[config.mk]
export PLATFORM = sky130hd
export DESIGN_NAME = diff_accumulator
export DESIGN_NICKNAME = d
export VERILOG_FILES = /design/src/rtl/diff_accumulator.sv
export SDC_FILE = /design/constraint.sdc
export NUM_CORES = 1
export LEC_CHECK = 0
export ABC_AREA = 1
export CAP_MARGIN = 25
export CELL_PAD_IN_SITES_DETAIL_PLACEMENT = 1
export CELL_PAD_IN_SITES_GLOBAL_PLACEMENT = 1
export CORE_ASPECT_RATIO = 1.1
export CORE_UTILIZATION = 25
export CTS_CLUSTER_SIZE = 10
export DETAILED_ROUTE_END_ITERATION = 12
export PLACE_DENSITY_LB_ADDON = 0.1
export SLEW_MARGIN = 10
export SYNTH_ARGS = -nofsm -noshare
export SYNTH_HDL_FRONTEND = slang
export SYNTH_SLANG_ARGS = --single-unit
export TNS_END_PERCENT = 1
[constraint.sdc]
create_clock -name clk -period 2 [get_ports clk]
set_input_delay 0.2 -clock clk [delete_from_list [all_inputs] [get_ports clk]]
set_output_delay 0.2 -clock clk [all_outputs]
set_load 0.05 [all_outputs]
[src/rtl/diff_accumulator.sv]
// Accumulates signed 5-bit differences {borrow, d} from an upstream 4-bit subtractor over N_SAMPLES accepts.
// Define DIFF_ACCUMULATOR_SAT_EN to saturate acc at +127/-128 instead of wrapping.
module diff_accumulator #(
    parameter int N_SAMPLES = 8
) (
    input  logic       clk,
    input  logic       rst_n,
    input  logic       start,
    input  logic       in_valid,
    output logic       in_ready,
    input  logic [3:0] a,
    input  logic [3:0] b,
    input  logic [3:0] d,
    output logic       out_valid,
    input  logic       out_ready,
    output logic [7:0] acc,
    output logic [3:0] borrow_cnt,
    output logic       mismatch,
    output logic       ovf,
    output logic       busy,
    output logic [1:0] dbg_state
);

    // Handshakes: a sample transfers on a rising edge where in_valid && in_ready;
    // results transfer where out_valid && out_ready. Valids never wait on readies.
    typedef enum logic [1:0] {
        IDLE = 2'd0,
        RUN  = 2'd1,
        DONE = 2'd2
    } state_t;

    state_t     state;
    state_t     state_nxt;
    logic [3:0] sample_cnt;
    logic       accept;
    logic       borrow;
    logic       last_sample;
    logic [3:0] d_expect;
    logic [7:0] diff;
    logic [8:0] sum;
    logic       sum_ovf;
    logic [7:0] acc_nxt;

    assign accept      = in_valid && in_ready;
    assign borrow      = (a < b);
    assign d_expect    = a - b;
    assign last_sample = (sample_cnt == 4'(N_SAMPLES - 1));
    assign diff        = {{4{borrow}}, d};
    // One guard bit: the sum left the signed 8-bit range when the top two bits disagree.
    assign sum         = {acc[7], acc} + {diff[7], diff};
    assign sum_ovf     = sum[8] ^ sum[7];

`ifdef DIFF_ACCUMULATOR_SAT_EN
    assign acc_nxt = sum_ovf ? (sum[8] ? 8'h80 : 8'h7F) : sum[7:0];
`else
    assign acc_nxt = sum[7:0];
`endif

    always_ff @(posedge clk or negedge rst_n) begin
        if (!rst_n) begin
            state <= IDLE;
        end else begin
            state <= state_nxt;
        end
    end

    always_comb begin
        state_nxt = state;
        case (state)
            IDLE:    if (start) state_nxt = RUN;
            RUN:     if (accept && last_sample) state_nxt = DONE;
            DONE:    if (out_ready) state_nxt = IDLE;
            default: state_nxt = IDLE;
        endcase
    end

    always_comb begin
        in_ready  = 1'b0;
        out_valid = 1'b0;
        busy      = 1'b0;
        case (state)
            RUN: begin
                in_ready = 1'b1;
                busy     = 1'b1;
            end
            DONE: begin
                out_valid = 1'b1;
                busy      = 1'b1;
            end
            default: ;
        endcase
    end

    assign dbg_state = state;

    // Results are only touched on start or accept, so they hold through DONE and IDLE.
    always_ff @(posedge clk or negedge rst_n) begin
        if (!rst_n) begin
            acc        <= 8'h00;
            borrow_cnt <= 4'd0;
            sample_cnt <= 4'd0;
            mismatch   <= 1'b0;
            ovf        <= 1'b0;
        end else if (state == IDLE && start) begin
            acc        <= 8'h00;
            borrow_cnt <= 4'd0;
            sample_cnt <= 4'd0;
            mismatch   <= 1'b0;
            ovf        <= 1'b0;
        end else if (accept) begin
            acc        <= acc_nxt;
            sample_cnt <= sample_cnt + 4'd1;
            if (borrow) borrow_cnt <= borrow_cnt + 4'd1;
            if (d != d_expect) mismatch <= 1'b1;
            if (sum_ovf) ovf <= 1'b1;
        end
    end

endmodule

Fig. 1: run 1, where the registers sit
Scale bar: 20 µm.
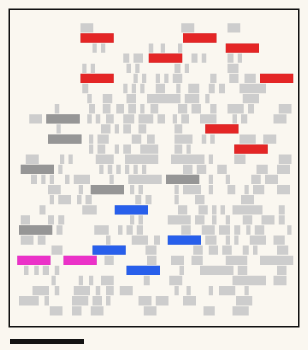
legend:
  blue:
    signal: borrow_cnt
    sequential_cells: 4
    where: south
  magenta:
    signal: dbg_state
    sequential_cells: 2
  red:
    signal: acc
    sequential_cells: 8
not colored: 6
Core Util, Final: 40.2%
flop share of the area: 21.1%
Reg area: 500 µm²
P_seq: 0.683 mW

Fig. 2: run 1, routing congestion map
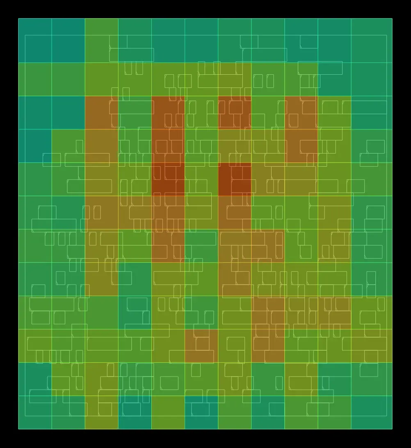
GR Util met3: 3.01%
GRT met2 Usage: 26.4%

Fig. 3: run 1, cell classes on the final placement
Scale bar: 20 µm.
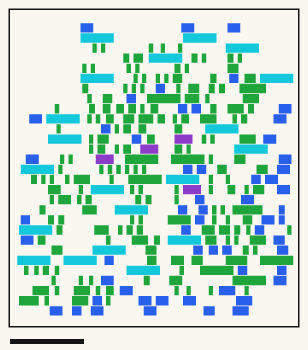
legend:
  green:
    class: all other logic
    cells: 183
    share_of_their_area: 54%
  blue:
    class: other buffers and delay cells
    cells: 57
    share_of_their_area: 22%
  cyan:
    class: flip-flops
    cells: 20
    share_of_their_area: 22%
  purple:
    class: clock drivers and dummy loads
    cells: 4
    share_of_their_area: 2.4%
# rows: 29
core area: 5910 µm²
Post-Layout Inst Area: 2370 µm²

Fig. 4: run 1, gate families picked out
Scale bar: 20 µm.
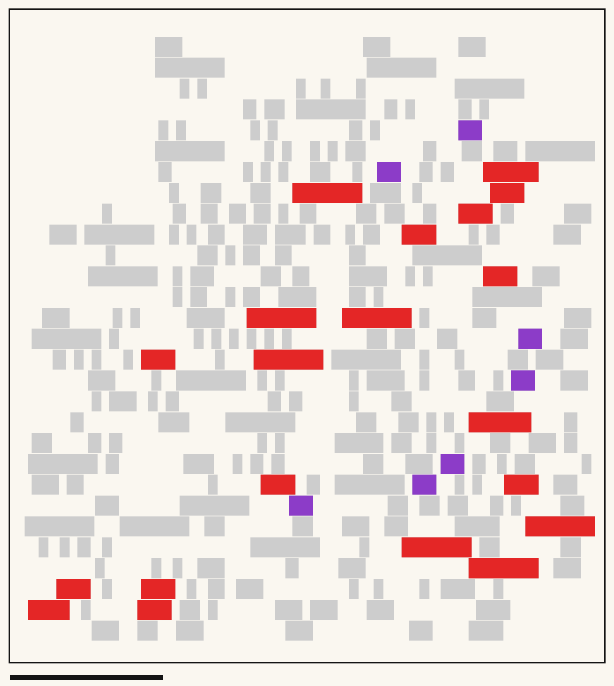
legend:
  purple:
    family: XOR/XNOR gates
    cells: 7
  red:
    family: adder and majority cells
    cells: 20
    where: spread over the die

==> flow_metrics.py, run 1 <==
# Generated from Yosys and OpenROAD reports
metrics = {
    "sta": {
        "finalSetupTns_ps": 0,
        "tightest_slew_ps": 504,
        "rsz0062_at_grt": "false",
        "holdWs_ps": 288,
        "fin_ws_ps": 91.9,
        "maxSlewViolCount": 0,
        "finalCritPeriodShare_pct": 95.4,
        "setup_viol": 0,
        "finalHoldViolCount": 0,
        "slew_headroom_pct": 66.3,
        "finClkSkew_ps": 3.88,
        "fmaxAchievable_mhz": 524,
        "fin_crit_ps": 1910,
    },
    "setup_path": {
        "worst_setup_path_start_kind": "input pin",
        "crit_required_ps": 2210,
        "r2r_end": "ovf",
        "r2r_start": "acc[0]",
        "r2r_cells": 8,
        "cp.arrival_ps": 2110,
        "crit_type": "input pin to flip-flop",
        "cp_max_fo": 5,
        "critical_path.endpoint_type": "flip-flop",
        "ff2ff_setup_slack_ps": 310,
    },
    "cells_and_area": {
        "comb_area_share_pct": 46.0,
        "buffer_area_share_pct": 21.1,
        "nFillCells": 722,
        "mostFrequentLayoutCells": "nand2_1 (50), inv_1 (25), buf_4 (25)",
        "clock_tree_area_fraction_pct": 2.32,
        "nets": 302,
        "nMultiInputCombCells": 149,
        "diodes": 0,
        "dominant_cells": "multi-input combinational cells",
        "layout.cells.most_common": "nand2_1",
        "syn_to_final_growth_pct": 51.5,
        "drive_gt1_share_pct": 29.9,
        "inverters_excl_clock": 34,
        "nClkBuffers": 4,
        "logic_area_um2": 1090,
        "buffers": 57,
        "flop-count": 20,
    },
    "clock_tree": {
        "ctsHtreeMaxLevel": 1,
        "numClockSinks": 20,
        "cts_tree": "yes",
        "clockBufferDepth": 2,
        "insertion_delay_ps": 260,
        "clockRootBuffer": "clkbuf_8",
        "clkTransAtPathRegs_ps": 80,
        "cts-buffers-inserted": 3,
    },
    "global_routing": {
        "grt_usage_pct": 14.2,
        "overflow": 0,
        "antenna_found_initial": 0,
        "first_global_vias": 1617,
        "grt_max_degree": 21,
        "grt_pass1_wl_um": 7430,
    },
    "synthesis": {
        "numSynthFlops": 20,
        "syn_inst": 204,
        "ys_cells": 204,
        "synthArstFlopShare_pct": 100,
        "synth_area_per_cell_um2": 7.69,
        "yosys.area.top_type_share_pct": 31.9,
        "top_area_cell": "dfrtp_1",
        "postSynthSeqShare_pct": 31.9,
        "yosys_area_um2": 1570,
        "syn_area_um2": 1570,
        "ys_top_cells_by_count": "nand2_1 (64), inv_1 (29), dfrtp_1 (20)",
        "synth.most_common_cell": "nand2_1",
        "yosys_warnings": 0,
        "synth-edff-count": 0,
        "synth_nets": 241,
        "top_cells_by_area": "dfrtp_1 (32%), nand2_1 (15%), ha_1 (14%)",
        "synth_cell_types": 28,
        "ys.flop_type": "dfrtp_1",
    },
    "detailed_routing": {
        "vias": 1499,
        "drc": 0,
        "via_per_inst": 4.40,
        "finalWirelength_um": 4310,
        "drt_pass1_iterations": 4,
        "drt-initial-drc-count": 22,
        "routedWlPerCell_um": 12.6,
        "drtAntennaViolNets": 0,
    },
    "run": {
        "timing.max_cap.violations": 0,
        "tool_warnings": 30,
    },
    "power": {
        "p_per_area_nw_per_um2": 1360,
        "vdd_drop_max_uv": 873,
        "p_leak_nw": 1.18,
        "total_power_mw": 3.23,
    },
    "die": {
        "ios": 36,
        "die_area_um2": 6590,
        "die_width_um": 77.5,
        "nWellTaps": 77,
        "die_h_um": 85.1,
        "initCoreUtil_pct": 26.5,
    },
    "placement": {
        "dpl.hpwl_um": 3360,
        "routabilityCongestion": 0.740,
        "detailedPlace.worstSlack_ps": -717,
        "io_buffers": 35,
    },
    "worst_hold_path": {
        "hp-class": "input pin to async pin",
    },
    "run_status": {
        "outcome": "completed",
    },
}
## run 1: cells by family after synthesis
family / count (synthesis) / share of synthesized area (%)
simple gates: 101 / 30.4
fa+ha+maj: 20 / 16.9
compound gates: 21 / 7.90
buf+inv: 35 / 8.94
flops: 20 / 31.9
xor+xnor: 7 / 3.91
## run 1: metrics by stage
stage	area, µm²	std cells
2_1_floorplan	1610	204
3_3_place_gp	2160	331
3_5_place_dp	2160	331
4_1_cts	2320	340
5_1_grt	2370	341
6_report	2370	341
## run 1: how the worst max path moves through the flow
stage,slack [ps],depth (start not counted),start,endpoint
floorplan,-110,15,a[0],ovf
global placement,-660,16,a[0],ovf
detailed placement,-720,16,a[0],ovf
CTS,20,16,a[0],ovf
global route,6,16,a[1],ovf
finish,90,14,a[1],ovf
## run 1: state kept, by name, indices dropped and copies added (netlist names)
register / flops
dbg_state: 2
acc: 8
mismatch: 1
ovf: 1
borrow_cnt: 4
sample_cnt: 4
## run 1: report_power, final
group	switching, mW	internal, mW	leakage, nW	total [mW]
Clock	0.150	0.176	0.0288	0.325
Combinational	1.38	0.849	0.881	2.22
Sequential	0.143	0.540	0.267	0.683
## run 1: timing repair
action | in CTS | in global routing
buffers inserted | 5 | 1
pin swaps | 12 | 13
endpoints found under the setup margin | 5 | 6
gates resized | 25 | 20
cloned | 0 | 0
hold buffers | 0 | 0
## run 1: critical path: stages
cell,delay (ps)
dlygate4sd2_1,220
inv_1,70
fa_2,390
inv_2,70
nand3_2,70
and2_4,210
ha_4,310
nand2_4,60
nor2_4,120
buf_4,120
a21oi_2,50
nand2_1,60
nand3_1,80
nand2_1,80
## run 1: layer usage
metal  vias up  global-route usage [%]  wire (µm)
li1        768                       -          -
met1       704                    16.7       1940
met2        25                    26.4       2190
met3         2                    3.01        150
met4         0                    2.57         24
met5         -                       0          0
Fig. 5: run 1, drive-strength map
Scale bar: 20 µm.
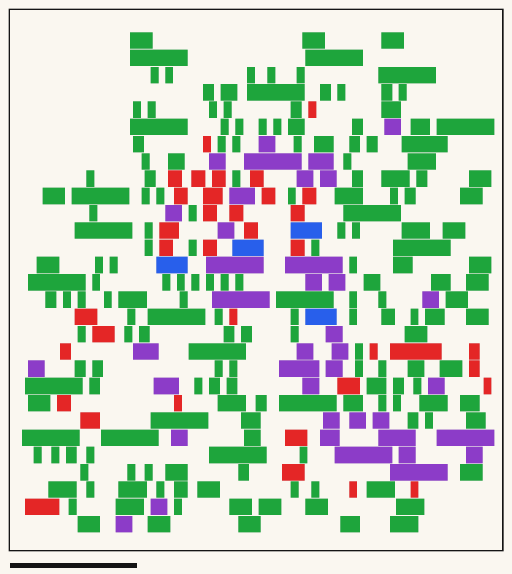

## Run 2: what changed since run 1
--- a/config.mk
+++ b/config.mk
@@ -14,6 +14,7 @@
 export CTS_CLUSTER_SIZE = 10
 export DETAILED_ROUTE_END_ITERATION = 12
 export PLACE_DENSITY_LB_ADDON = 0.1
+export RECOVER_POWER = 100
 export SLEW_MARGIN = 10
 export SYNTH_ARGS = -nofsm -noshare
 export SYNTH_HDL_FRONTEND = slang
Fig. 6: run 2, drive-strength map
Scale bar: 20 µm.
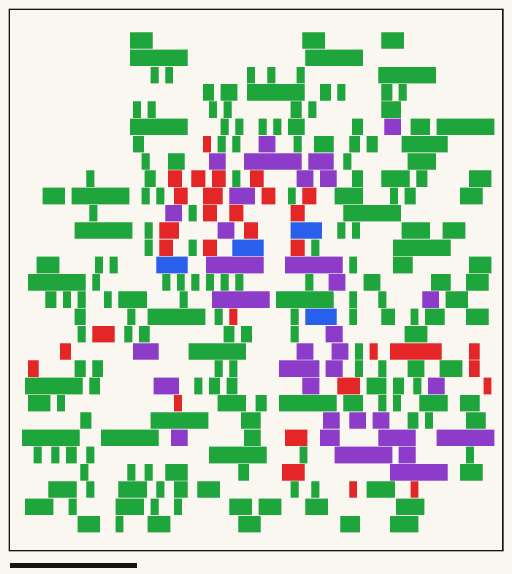
legend:
  red:
    size: drive 2
    cells: 32
    share: 12%
  green:
    size: drive 1 or less
    cells: 194
    share: 73%
  blue:
    size: drive 6 and up
    cells: 4
    share: 1.5%
  purple:
    size: drive 3 to 4
    cells: 34
    share: 13%

Fig. 7: run 2, gate families picked out
Scale bar: 20 µm.
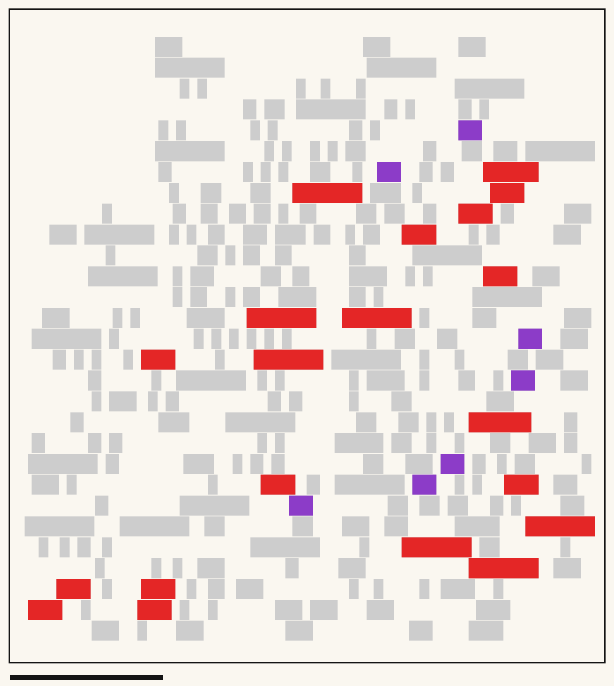
legend:
  purple:
    family: XOR/XNOR gates
    cells: 7
  red:
    family: adder and majority cells
    cells: 20
    where: spread over the die

==> flow_metrics.py, run 2 <==
# Generated from Yosys and OpenROAD reports
metrics = {
    "cells_and_area": {
        "postLayoutCoreUtil_pct": 39.6,
        "syn_to_final_growth_pct": 49.5,
        "diodes": 0,
        "largest_reg_flops": 8,
        "nets": 302,
        "layout.cells.most_common": "nand2_1",
        "reg_top3": "acc (8), borrow_cnt (4), sample_cnt (4)",
        "regMostFlops": "acc",
        "finalInstanceArea_um2": 2340,
        "mostFrequentLayoutCells": "nand2_1 (51), inv_1 (26), dfrtp_1 (20)",
        "drive_gt1_share_pct": 26.5,
    },
    "clock_tree": {
        "numClockSinks": 20,
        "clkTransAtPathRegs_ps": 80,
        "cts-buffers-inserted": 3,
        "clockBufferDepth": 2,
        "ctsHoldBuffers": 0,
        "ctsHtreeMaxLevel": 1,
        "clockRootBuffer": "clkbuf_8",
        "insertion_delay_ps": 260,
        "cts_tree": "yes",
    },
    "synthesis": {
        "ys_cells": 204,
        "synth_cell_types": 28,
        "ys_top_cells_by_count": "nand2_1 (64), inv_1 (29), dfrtp_1 (20)",
        "top_area_cell": "dfrtp_1",
        "synth-edff-count": 0,
        "yosys.area.top_type_share_pct": 31.9,
        "synthArstFlopShare_pct": 100,
        "postSynthSeqShare_pct": 31.9,
        "synth.most_common_cell": "nand2_1",
        "synth_area_per_cell_um2": 7.69,
        "syn_inst": 204,
        "ys.flop_type": "dfrtp_1",
        "synth_nets": 241,
        "top_cells_by_area": "dfrtp_1 (32%), nand2_1 (15%), ha_1 (14%)",
        "yosys_warnings": 0,
        "syn_area_um2": 1570,
        "yosys_area_um2": 1570,
        "numSynthFlops": 20,
    },
    "setup_path": {
        "crit_family": "adder cells",
        "crit_required_ps": 2200,
        "worst_setup_path_start_kind": "input pin",
        "crit_chain": "dlygate4sd2_1 -> inv_1 -> fa_2 -> inv_2 -> nand3_2 -> and2_4 -> ha_4 -> nand2_4 -> nor2_4 -> buf_4 -> a21oi_2 -> nand2_1 -> nand3_1 -> nand2_1",
        "critical_path.endpoint_type": "flip-flop",
        "cpMaxStageDelayCell": "fa_2",
        "cp.arrival_ps": 2110,
        "cp_num_buf_inv": 4,
        "crit_type": "input pin to flip-flop",
        "slowest_delay_ps": 390,
        "crit_path_frequent_cell": "nand2_1",
        "cp_max_fo": 5,
    },
    "sta": {
        "finClkSkew_ps": 5.49,
        "setup_viol": 0,
        "fmaxAchievable_mhz": 526,
        "finalCritPeriodShare_pct": 95.1,
        "holdWs_ps": 467,
        "tightest_slew_ps": 1250,
        "fin_crit_ps": 1900,
        "slew_headroom_pct": 16.7,
        "rsz0062_at_grt": "false",
        "maxSlewViolCount": 0,
        "finalHoldViolCount": 0,
        "fin_ws_ps": 97.8,
    },
    "detailed_routing": {
        "m1WireLength_um": 1930,
        "routedWlPerCell_um": 12.6,
        "drt_pass1_iterations": 4,
        "drc": 0,
        "top_layer": "met4",
        "wl_met2_um": 2200,
        "drt-initial-drc-count": 9,
        "route.met3.wl_um": 151,
        "vias": 1508,
        "finalWirelength_um": 4300,
        "via_per_inst": 4.42,
        "drtAntennaViolNets": 0,
    },
    "die": {
        "die_h_um": 85.1,
        "core_area_um2": 5910,
        "num_rows": 29,
        "ios": 36,
        "die_width_um": 77.5,
        "die_area_um2": 6590,
        "initCoreUtil_pct": 26.5,
    },
    "global_routing": {
        "antenna_found_initial": 0,
        "grt_pass1_wl_um": 7430,
        "grt_usage_pct": 14.2,
        "overflow": 0,
        "first_global_vias": 1617,
        "grt_max_degree": 21,
    },
    "placement": {
        "detailedPlace.worstSlack_ps": -717,
        "routabilityCongestion": 0.740,
        "dpl.hpwl_um": 3360,
        "place_area_um2": 2160,
        "io_buffers": 35,
    },
    "run_status": {
        "outcome": "completed",
    },
    "power": {
        "total_power_mw": 3.12,
        "vdd_drop_max_uv": 828,
        "p_per_area_nw_per_um2": 1330,
        "p_leak_nw": 1.19,
    },
    "worst_hold_path": {
        "hp-class": "flip-flop to flip-flop",
    },
    "run": {
        "tool_warnings": 30,
        "timing.max_cap.violations": 0,
    },
}
## run 2: layout make-up
class                      count  area [µm²]
clock buffer                   4        55.1
inverter                      34         129
multi-input combinational    149        1080
sequential                    20         500
fill                         727        3570
timing repair buffer          57         484
tap                           77        96.3
## run 2: final timing paths
path                                     from            end  slack [ps]  cells after the start
worst max-delay path                     a[1]            ovf         100                     14
worst min-delay path            sample_cnt[3]  sample_cnt[3]         470                      1
worst max register to register   dbg_state[1]   dbg_state[0]         240                      9
worst min register to register  sample_cnt[3]  sample_cnt[3]         470                      1
max in group asynchronous               rst_n         acc[7]         540                      2
min in group asynchronous               rst_n         acc[0]         720                      2
## run 2: report_power, final
| part | total (mW) | switching [mW] | internal [mW] |
|---|---|---|---|
| registers | 0.676 | 0.136 | 0.540 |
| logic | 2.12 | 1.36 | 0.761 |
| clock network | 0.324 | 0.148 | 0.176 |
| total | 3.12 | 1.64 | 1.48 |
## run 2: kinds of logic (layout without fill, tap and decap cells)
logic type	after synthesis	after routing	synth area share, %
and+or+nand+nor	101	101	30.4
buffers and inverters	35	95	8.94
AOI/OAI and AO/OA	21	21	7.90
adders and majority gates	20	20	16.9
DFF	20	20	31.9
xor gates and xnor gates	7	7	3.91
## run 2: per-layer routing
metal  global-route usage, %  vias to the layer above
met1                    16.7                      713
met5                       0                        -
li1                        -                      768
met2                    26.4                       25
met4                    2.57                        0
met3                    3.01                        2
## run 2: timing repair
item                                   CTS  global route
setup buffers                            5             1
pin swaps                               12            13
resized                                 25            20
endpoints found under the hold margin    0             0
setup endpoints to repair                5             6
## run 2: stage by stage
step	setup TNS, ps	cells
after floorplan	-186	204
after global placement	-2710	331
after detailed placement	-3120	331
after CTS	0	340
after global routing	0	341
final	0	341
Fig. 8: run 2, where the registers sit
Scale bar: 20 µm.
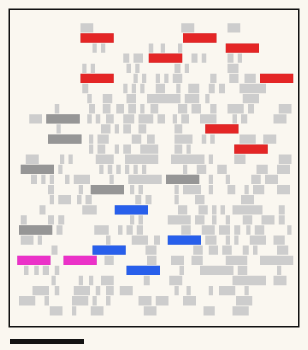

## Run 3: what changed since run 2
--- a/config.mk
+++ b/config.mk
@@ -9,7 +9,6 @@
 export CAP_MARGIN = 25
 export CELL_PAD_IN_SITES_DETAIL_PLACEMENT = 1
 export CELL_PAD_IN_SITES_GLOBAL_PLACEMENT = 1
-export CORE_ASPECT_RATIO = 1.1
 export CORE_UTILIZATION = 25
 export CTS_CLUSTER_SIZE = 10
 export DETAILED_ROUTE_END_ITERATION = 12
Fig. 9: run 3, where the registers sit
Scale bar: 20 µm.
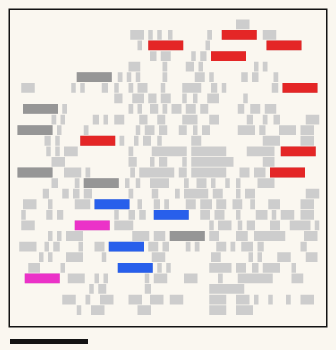
legend:
  blue:
    signal: borrow_cnt
    sequential_cells: 4
  magenta:
    signal: dbg_state
    sequential_cells: 2
  red:
    signal: acc
    sequential_cells: 8
not colored: 6

==> flow_metrics.py, run 3 <==
# Generated from Yosys and OpenROAD reports
metrics = {
    "run_status": {
        "outcome": "completed",
    },
    "sta": {
        "fmaxAchievable_mhz": 521,
        "finClkSkew_ps": 1.26,
        "fin_crit_ps": 1920,
        "tightest_slew_ps": 1240,
        "maxSlewViolCount": 0,
        "finalCritPeriodShare_pct": 96.0,
        "finalSetupTns_ps": 0,
        "fin_ws_ps": 80.2,
        "holdWs_ps": 468,
        "slew_headroom_pct": 17.5,
        "setup_viol": 0,
        "finalHoldViolCount": 0,
    },
    "synthesis": {
        "adder_share_pct": 16.9,
        "syn_inst": 204,
        "synthArstFlopShare_pct": 100,
        "synth-edff-count": 0,
        "top_cells_by_area": "dfrtp_1 (32%), nand2_1 (15%), ha_1 (14%)",
        "postSynthSeqShare_pct": 31.9,
        "syn_area_um2": 1570,
        "simple_gate_share_pct": 30.4,
        "yosys.area.top_type_share_pct": 31.9,
        "synth.most_common_cell": "nand2_1",
        "top_area_cell": "dfrtp_1",
        "ys_top_logic_family": "simple AND/OR/NAND/NOR gates",
        "synth_area_per_cell_um2": 7.69,
        "ys_top_cells_by_count": "nand2_1 (64), inv_1 (29), dfrtp_1 (20)",
        "ys_sh_xor_pct": 3.91,
        "yosys_area_um2": 1570,
        "compound_area_share_pct": 7.90,
        "yosys_warnings": 0,
        "synth_nets": 241,
        "ys_cells": 204,
        "numSynthFlops": 20,
        "synth_cell_types": 28,
        "ys.flop_type": "dfrtp_1",
        "mux_share_pct": 0,
    },
    "clock_tree": {
        "insertion_delay_ps": 270,
        "clkTransAtPathRegs_ps": 80,
        "cts-buffers-inserted": 3,
        "clockRootBuffer": "clkbuf_8",
        "ctsHtreeMaxLevel": 1,
        "cts_tree": "yes",
        "numClockSinks": 20,
        "ctsHoldBuffers": 0,
    },
    "die": {
        "ios": 36,
        "die_width_um": 81.2,
        "die_area_um2": 6590,
        "initCoreUtil_pct": 26.2,
        "die_h_um": 81.2,
        "num_rows": 28,
        "core_area_um2": 5990,
    },
    "detailed_routing": {
        "drtAntennaViolNets": 0,
        "drt-initial-drc-count": 26,
        "finalWirelength_um": 4300,
        "drt_pass1_iterations": 4,
        "vias": 1521,
        "drc": 0,
        "via_per_inst": 4.47,
        "routedWlPerCell_um": 12.6,
    },
    "placement": {
        "routabilityCongestion": 0.726,
        "detailedPlace.worstSlack_ps": -759,
        "numPlacedInstances": 327,
        "place_area_um2": 2140,
        "dpl.hpwl_um": 3310,
        "io_buffers": 35,
    },
    "global_routing": {
        "overflow": 0,
        "grt_usage_pct": 14.3,
        "antenna_found_initial": 0,
        "first_global_vias": 1500,
        "grt_pass1_wl_um": 6930,
        "grt_max_degree": 21,
    },
    "worst_hold_path": {
        "min_from": "sample_cnt[3]",
        "hp-class": "flip-flop to flip-flop",
    },
    "run": {
        "tool_warnings": 30,
        "timing.max_cap.violations": 0,
    },
    "power": {
        "vdd_drop_max_uv": 655,
        "total_power_mw": 3.24,
        "p_per_area_nw_per_um2": 1380,
    },
    "setup_path": {
        "crit_path_frequent_cell": "buf_4",
        "crit_start": "b[0]",
        "crit_family": "buffers and inverters",
        "crit_required_ps": 2170,
        "cpMaxStageDelayCell": "fa_2",
        "crit_type": "input pin to flip-flop",
        "critical_path.endpoint_type": "flip-flop",
        "worst_setup_path_start_kind": "input pin",
        "slowest_delay_ps": 360,
        "crit_chain": "clkdlybuf4s15_1 -> ha_2 -> fa_2 -> inv_2 -> nand3_2 -> buf_4 -> buf_4 -> buf_4 -> buf_4 -> buf_4 -> buf_4 -> nand3_4 -> nor2_1 -> nor2_1 -> nor3_2",
        "cp_max_fo": 6,
        "r2r_start": "dbg_state[1]",
        "cp_num_buf_inv": 8,
    },
    "cells_and_area": {
        "drive_gt1_share_pct": 26.8,
        "finalInstanceArea_um2": 2350,
        "layout.cells.most_common": "nand2_1",
        "postLayoutCoreUtil_pct": 39.2,
        "regMostFlops": "acc",
        "fin_cells": 340,
        "reg_top3": "acc (8), borrow_cnt (4), sample_cnt (4)",
        "nFillCells": 719,
        "largest_reg_flops": 8,
        "diodes": 0,
        "mostFrequentLayoutCells": "nand2_1 (52), inv_1 (24), buf_4 (21)",
    },
}
Fig. 10: run 3, cell classes on the final placement
Scale bar: 20 µm.
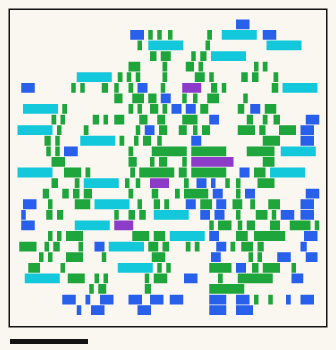
legend:
  cyan:
    class: flip-flops
    cells: 20
    share_of_their_area: 22%
  green:
    class: all other logic
    cells: 183
    share_of_their_area: 53%
  purple:
    class: clock drivers and dummy loads
    cells: 4
    share_of_their_area: 3.2%
  blue:
    class: other buffers and delay cells
    cells: 58
    share_of_their_area: 22%

==> run 3: cells by family after synthesis <==
family                   Yosys count
adder cells (fa/ha/maj)           20
buffers and inverters             35
AND-OR/OR-AND                     21
AND/OR/NAND/NOR                  101
flip-flops                        20
XOR/XNOR                           7
==> run 3: timing repair <==
item                       4_1_cts  5_1_grt
setup buffers                    6        3
pin swaps                       17       13
setup endpoints to repair        5        4
gates resized                   24       16
==> run 3: final cells by class <==
type	instances	area (µm²)	share of cell area [%]
Inverter	34	129	5.48
Timing Repair Buffer	58	497	21.1
Multi-Input combinational cell	149	1060	45.1
Clock inverter	1	30.0	1.28
Clock buffer	3	41.3	1.76
Tap cell	75	93.8	3.99
Sequential cell	20	500	21.3
==> run 3: power breakdown <==
group | leakage [nW] | switching, mW | total (mW) | internal [mW]
Clock | 0.0357 | 0.161 | 0.429 | 0.268
Combinational | 0.895 | 1.35 | 2.13 | 0.776
Sequential | 0.267 | 0.138 | 0.679 | 0.540
Total | 1.20 | 1.65 | 3.24 | 1.58
==> run 3: worst paths after layout <==
| path | endpoint | slack [ps] | depth (start not counted) |
|---|---|---|---|
| min reg2reg | sample_cnt[3] | 470 | 1 |
| max reg2reg | dbg_state[0] | 240 | 9 |
| max | borrow_cnt[3] | 80 | 15 |
| min | sample_cnt[3] | 470 | 1 |
| min in group asynchronous | acc[0] | 710 | 2 |
| max in group asynchronous | sample_cnt[3] | 570 | 2 |
==> run 3: metal layers <==
metal	routed length, µm	share of wire, %	global-route usage, %	up-vias
met4	58	1.3	5.36	0
met1	1870	43	15.9	714
met2	2200	51	26.5	26
met5	0	0	0	-
li1	-	-	-	776
met3	174	4.0	3.03	5
Power figures rest on the tool's default switching activity, not on a simulated workload.
